Figure 1. Wiring by layer.
Only two layers are drawn.
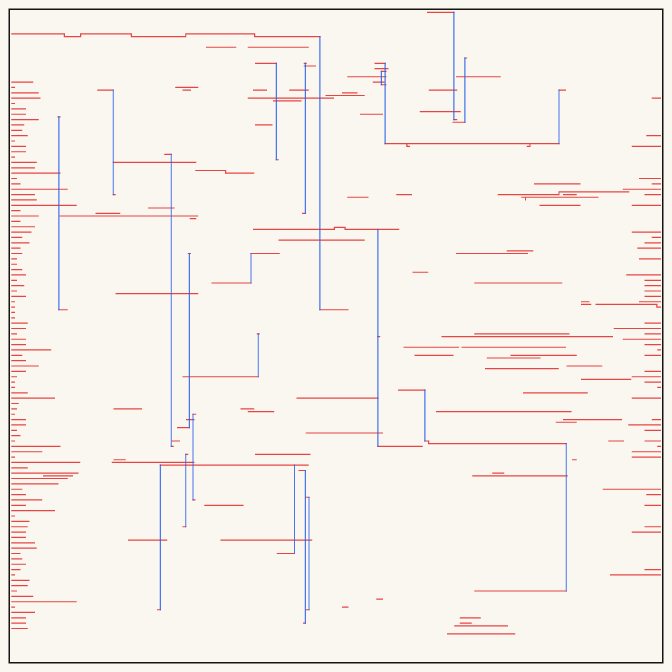
Figure 2. Pin map.
Pins as bars across the die edge, other pins in grey.
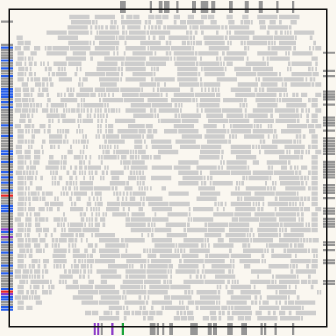
Figure 3. Sequential cells coloured by netlist name.
Other sequential cells in the stronger grey, the rest of the logic in the fainter grey.
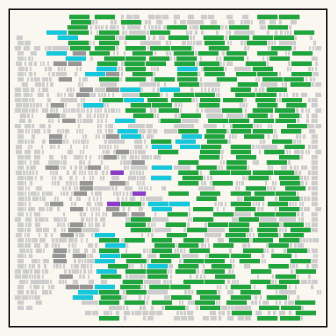
<file path="src/rtl/pipeif_pkg.sv">
// Shared encodings for the prefetching instruction-fetch stage: pcsource codes,
// the NOP word driven when no instruction is presented, and the fetch FSM states.
package pipeif_pkg;

  localparam logic [1:0] PCS_SEQ = 2'b00;
  localparam logic [1:0] PCS_BR  = 2'b01;
  localparam logic [1:0] PCS_JR  = 2'b10;
  localparam logic [1:0] PCS_J   = 2'b11;

  localparam logic [31:0] NOP_WORD = 32'h0000_0000;

  typedef enum logic [1:0] {
    ST_BOOT  = 2'b00,
    ST_FETCH = 2'b01,
    ST_HOLD  = 2'b10
  } fetch_state_e;

endpackage

</file>
<file path="src/rtl/pipeif_fifo.sv">
// Synchronous FIFO for the prefetch queue; power-of-2 depth, pointers carry one
// extra wrap bit so full and empty are distinguished without a separate flag.
module pipeif_fifo #(
  parameter int WIDTH = 64,
  parameter int DEPTH = 4
) (
  input  logic                     clock,
  input  logic                     reset,
  input  logic                     push,
  input  logic                     pop,
  input  logic                     clear,
  input  logic [WIDTH-1:0]         wdata,
  output logic [WIDTH-1:0]         rdata,
  output logic [$clog2(DEPTH):0]   count,
  output logic                     full,
  output logic                     empty
);

  localparam int AW = $clog2(DEPTH);

  logic [WIDTH-1:0] mem [DEPTH];
  logic [AW:0]      wp;
  logic [AW:0]      rp;

  always_ff @(posedge clock) begin
    if (reset || clear) begin
      wp <= '0;
      rp <= '0;
    end else begin
      if (push) wp <= wp + (AW+1)'(1);
      if (pop)  rp <= rp + (AW+1)'(1);
    end
  end

  // Storage is data only; validity is tracked entirely by the pointers.
  always_ff @(posedge clock) begin
    if (push) mem[wp[AW-1:0]] <= wdata;
  end

  assign rdata = mem[rp[AW-1:0]];
  assign count = wp - rp;
  assign empty = (wp == rp);
  assign full  = (count == (AW+1)'(DEPTH));

endmodule

</file>
<file path="src/rtl/pipeif_prefetch.sv">
// Instruction-fetch stage with prefetch queue between the IROM and IF/ID register.
// Optional redirect counter port enabled by defining PIPEIF_REDIRECT_CNT_EN.
module pipeif_prefetch
  import pipeif_pkg::*;
#(
  parameter int              XLEN     = 32,
  parameter int              IROM_AW  = 6,
  parameter int              DEPTH    = 4,
  parameter logic [XLEN-1:0] RESET_PC = '0
) (
  input  logic               clock,
  input  logic               reset,
  input  logic [1:0]         pcsource,
  input  logic [XLEN-1:0]    bpc,
  input  logic [XLEN-1:0]    da,
  input  logic [XLEN-1:0]    jpc,
  input  logic               stall,
  input  logic               dbubble,
  output logic [IROM_AW-1:0] irom_addr,
  output logic               irom_rd,
  input  logic [XLEN-1:0]    irom_data,
  output logic               ins_valid,
  output logic [XLEN-1:0]    ins,
  output logic [XLEN-1:0]    pc4
`ifdef PIPEIF_REDIRECT_CNT_EN
  ,
  output logic [15:0]        redirect_cnt
`endif
);

  localparam int CW = $clog2(DEPTH) + 1;

  logic              redirect;
  logic              issue;
  logic              push;
  logic              pop;
  logic              full;
  logic              empty;
  logic              inflight;
  logic [CW-1:0]     count;
  logic [CW-1:0]     level;
  logic [XLEN-1:0]   fpc;
  logic [XLEN-1:0]   tag;
  logic [XLEN-1:0]   target;
  logic [2*XLEN-1:0] head;
  fetch_state_e      state;
  fetch_state_e      state_next;

  assign redirect = (pcsource != PCS_SEQ);

  always_comb begin
    target = bpc;
    case (pcsource)
      PCS_BR:  target = bpc;
      PCS_JR:  target = da;
      PCS_J:   target = jpc;
      default: target = bpc;
    endcase
  end

  // Queued words plus the outstanding read reserve queue slots before issuing.
  assign level   = count + CW'(inflight);
  assign issue   = !reset && !redirect && (level < CW'(DEPTH));
  assign push    = inflight && !redirect && !reset;
  assign pop     = ins_valid && !stall && !redirect && !reset;

  assign irom_rd   = issue;
  assign irom_addr = fpc[IROM_AW+1:2];

  assign ins_valid = !empty && !dbubble;
  assign ins       = ins_valid ? head[2*XLEN-1:XLEN] : XLEN'(NOP_WORD);
  assign pc4       = ins_valid ? head[XLEN-1:0] : '0;

  pipeif_fifo #(
    .WIDTH (2*XLEN),
    .DEPTH (DEPTH)
  ) u_fifo (
    .clock (clock),
    .reset (reset),
    .push  (push),
    .pop   (pop),
    .clear (redirect),
    .wdata ({irom_data, tag}),
    .rdata (head),
    .count (count),
    .full  (full),
    .empty (empty)
  );

  always_ff @(posedge clock) begin
    if (reset) begin
      fpc      <= RESET_PC;
      inflight <= 1'b0;
    end else if (redirect) begin
      fpc      <= target;
      inflight <= 1'b0;
    end else begin
      inflight <= issue;
      if (issue) fpc <= fpc + XLEN'(4);
    end
  end

  always_ff @(posedge clock) begin
    if (issue) tag <= fpc + XLEN'(4);
  end

  always_ff @(posedge clock) begin
    if (!reset) assert (!(push && full));
  end

  always_ff @(posedge clock) begin
    if (reset) state <= ST_BOOT;
    else       state <= state_next;
  end

  always_comb begin
    state_next = state;
    case (state)
      ST_BOOT:  state_next = ST_FETCH;
      ST_FETCH: if (!redirect && level == CW'(DEPTH)) state_next = ST_HOLD;
      ST_HOLD:  if (pop || redirect) state_next = ST_FETCH;
      default:  state_next = ST_BOOT;
    endcase
  end

`ifdef PIPEIF_REDIRECT_CNT_EN
  always_ff @(posedge clock) begin
    if (reset) redirect_cnt <= '0;
    else if (redirect && redirect_cnt != 16'hFFFF) redirect_cnt <= redirect_cnt + 16'd1;
  end
`endif

endmodule

</file>
<file path="config.mk">
export PLATFORM = sky130hd
export DESIGN_NAME = pipeif_prefetch
export DESIGN_NICKNAME = d
export VERILOG_FILES = /design/src/rtl/pipeif_pkg.sv /design/src/rtl/pipeif_fifo.sv /design/src/rtl/pipeif_prefetch.sv
export SDC_FILE = /design/constraint.sdc
export NUM_CORES = 1
export LEC_CHECK = 0
export ABC_AREA = 1
export CAP_MARGIN = 10
export CORE_MARGIN = 2
export CORE_UTILIZATION = 54
export DETAILED_ROUTE_END_ITERATION = 12
export PLACE_DENSITY_LB_ADDON = 0.15
export SLEW_MARGIN = 5
export SYNTH_ARGS = -nofsm -noshare
export SYNTH_HDL_FRONTEND = slang
export SYNTH_SLANG_ARGS = --single-unit
</file>
<file path="constraint.sdc">
create_clock -name clock -period 6.9 [get_ports clock]
set_clock_uncertainty 0.05 [all_clocks]
set_input_delay 2.07 -clock clock [delete_from_list [all_inputs] [get_ports clock]]
set_output_delay 2.07 -clock clock [all_outputs]
set_load 0.005 [all_outputs]
</file>
==> results.env <==
PLACE_INST=1815
WORST_SLEW_MARGIN_REL_PCT=37.5
AREA.GROWTH.SYNTH_TO_FINAL_PCT=24.8
POSTSYNTH.TOPFLOPCELL='sky130_fd_sc_hd__edfxtp_1'
DETAILROUTE.WIRELENGTH.MET3_MM=1.95
DETAILROUTE.WIRELENGTH.MET2_MM=16.2
YOSYS_CELLS=1336
DR.MAX_LAYER_USED='met4'
CORE-AREA_UM2=25800
YS.FLOPS=329
MAXIMUM_CAPACITANCE_VIOLATIONS=0
STATUS='completed'
FP_NETS=1479
CLOCKROOTBUFFER='sky130_fd_sc_hd__clkbuf_16'
POST-LAYOUT-TOTAL-POWER_W=0.00429
SYNTH.DISTINCT_CELLS=34
POST-DP-HPWL_MM=20.9
POWER_FRAC_SEQ_PCT=51.7
CHIP_AREA_UM2=27400
POWER_REPORT.INTERNAL_TOTAL_W=0.00344
GRT_PASS1_WL_MM=49.3
CELLLEAKAGEPOWER_nW=6.21
POST_ROUTE_M1_WL_MM=14.0
WORSTREG2REGSTART='u_fifo.rp[1]'
LARGEST_AREA_CELL='sky130_fd_sc_hd__edfxtp_1'
SYNTHESIS.AREA_UM2=14100
FP-UTILIZATION_PCT=54.5
YOSYS_SIMPLE_SHARE_PCT=15.7
RSZ0062_AT_GRT='false'
XOR_SHARE_PCT=1.47
LAYOUT-DRIVE-GT1-SHARE_PCT=6.03
AVGROUTEDWIREPERCELL_UM=17.5
PINS_OVER_SLEW_LIMIT=0
NETSWITCHINGFRACTION_PCT=19.8
DOMINANT_COMBINATIONAL_FAMILY='simple AND/OR/NAND/NOR gates'
HP-START='tag[20]'
CRITICAL_PATH_PEAK_FANOUT=14
ROW_COUNT=59
END_KIND='output port'
ANTENNA_FOUND_INITIAL=0
GRT-OVFL-TOTAL=0
FINAL_CRITICAL_PATH_REQUIRED_PERIOD_PS=6160
FIN_SETUP_TNS_PS=0
SYNTHADDERAREAFRAC_PCT=0.799
CTSRESIZECOUNT=0
GP_CONGESTION=0.915
-- Figure 1 (at the start) --
legend:
  blue:
    layer: M4
    wire_length: 697 um
  red:
    layer: M3
    wire_length: 1950 um
aggregate global-route resource usage: 23.4%
count of vias placed by the detailed router: 10100

-- Figure 2 (at the start) --
legend:
  green:
    port: stall
    pins: 1
    direction: input
    edge: bottom
  red:
    port: pcsource
    pins: 2
    direction: input
    edge: left
  purple:
    port: irom_addr
    pins: 6
    direction: output
    edge: 3 left, 3 bottom
  blue:
    port: bpc
    pins: 32
    direction: input
    edge: left
all pins by edge: 104 left, 46 right, 30 bottom, 26 top
Die Span Y: 166 um
# port buffers: 205
Die Wd: 166 um

-- Figure 3 (at the start) --
legend:
  green:
    netlist_name: u_fifo.mem
    sequential_cells: 256
  cyan:
    netlist_name: tag
    sequential_cells: 32
  purple:
    netlist_name: u_fifo.rp
    sequential_cells: 3
not coloured: 38
seq pwr: 0.00222 W
Final Core Density: 68.0%
sequential standard cell area: 9470 um2
share of cell area taken by flip-flops and latches: 53.9%

[worst max-delay path, stage by stage]
cell,delay (ps)
sky130_fd_sc_hd__clkdlybuf4s50_1,520
sky130_fd_sc_hd__nor2_4,350
sky130_fd_sc_hd__inv_2,190
sky130_fd_sc_hd__nor2_4,200
sky130_fd_sc_hd__nand3_4,110
sky130_fd_sc_hd__inv_1,90
sky130_fd_sc_hd__clkdlybuf4s50_1,500
[routing by layer]
| layer | GRT usage (%) | up-vias |
|---|---|---|
| met1 | 31.1 | 4756 |
| li1 | - | 4943 |
| met4 | 6.90 | 0 |
| met5 | 0 | - |
| met3 | 3.82 | 49 |
| met2 | 39.9 | 371 |
[worst max-delay path by stage]
| stage | slack, ps | endpoint | cells past startpoint | from |
|---|---|---|---|---|
| after floorplan | 1040 | u_fifo.mem[3][0] | 5 | pcsource[1] |
| final | 740 | irom_rd | 7 | pcsource[0] |
| after CTS | 710 | irom_rd | 7 | pcsource[0] |
| after global placement | 740 | irom_rd | 7 | pcsource[0] |
| after global routing | 570 | irom_rd | 7 | pcsource[0] |
| after detailed placement | 730 | irom_rd | 7 | pcsource[0] |
[state kept, by name, summed over array words and instances (netlist names), named ones only]
signal	cells
inflight	1
tag	32
u_fifo.rp	3
u_fifo.mem	256
u_fifo.wp	3
fpc	32
[layout make-up]
| type | instances | area, um2 |
|---|---|---|
| Sequential cell | 329 | 9470 |
| Fill cell | 1945 | 8260 |
| Multi-Input combinational cell | 872 | 4070 |
| Timing Repair Buffer | 220 | 2230 |
| Clock buffer | 45 | 966 |
| Tap cell | 335 | 419 |
| Inverter | 60 | 225 |
| Clock inverter | 16 | 188 |
No activity file was given, so power comes from the tool's default toggle rates.
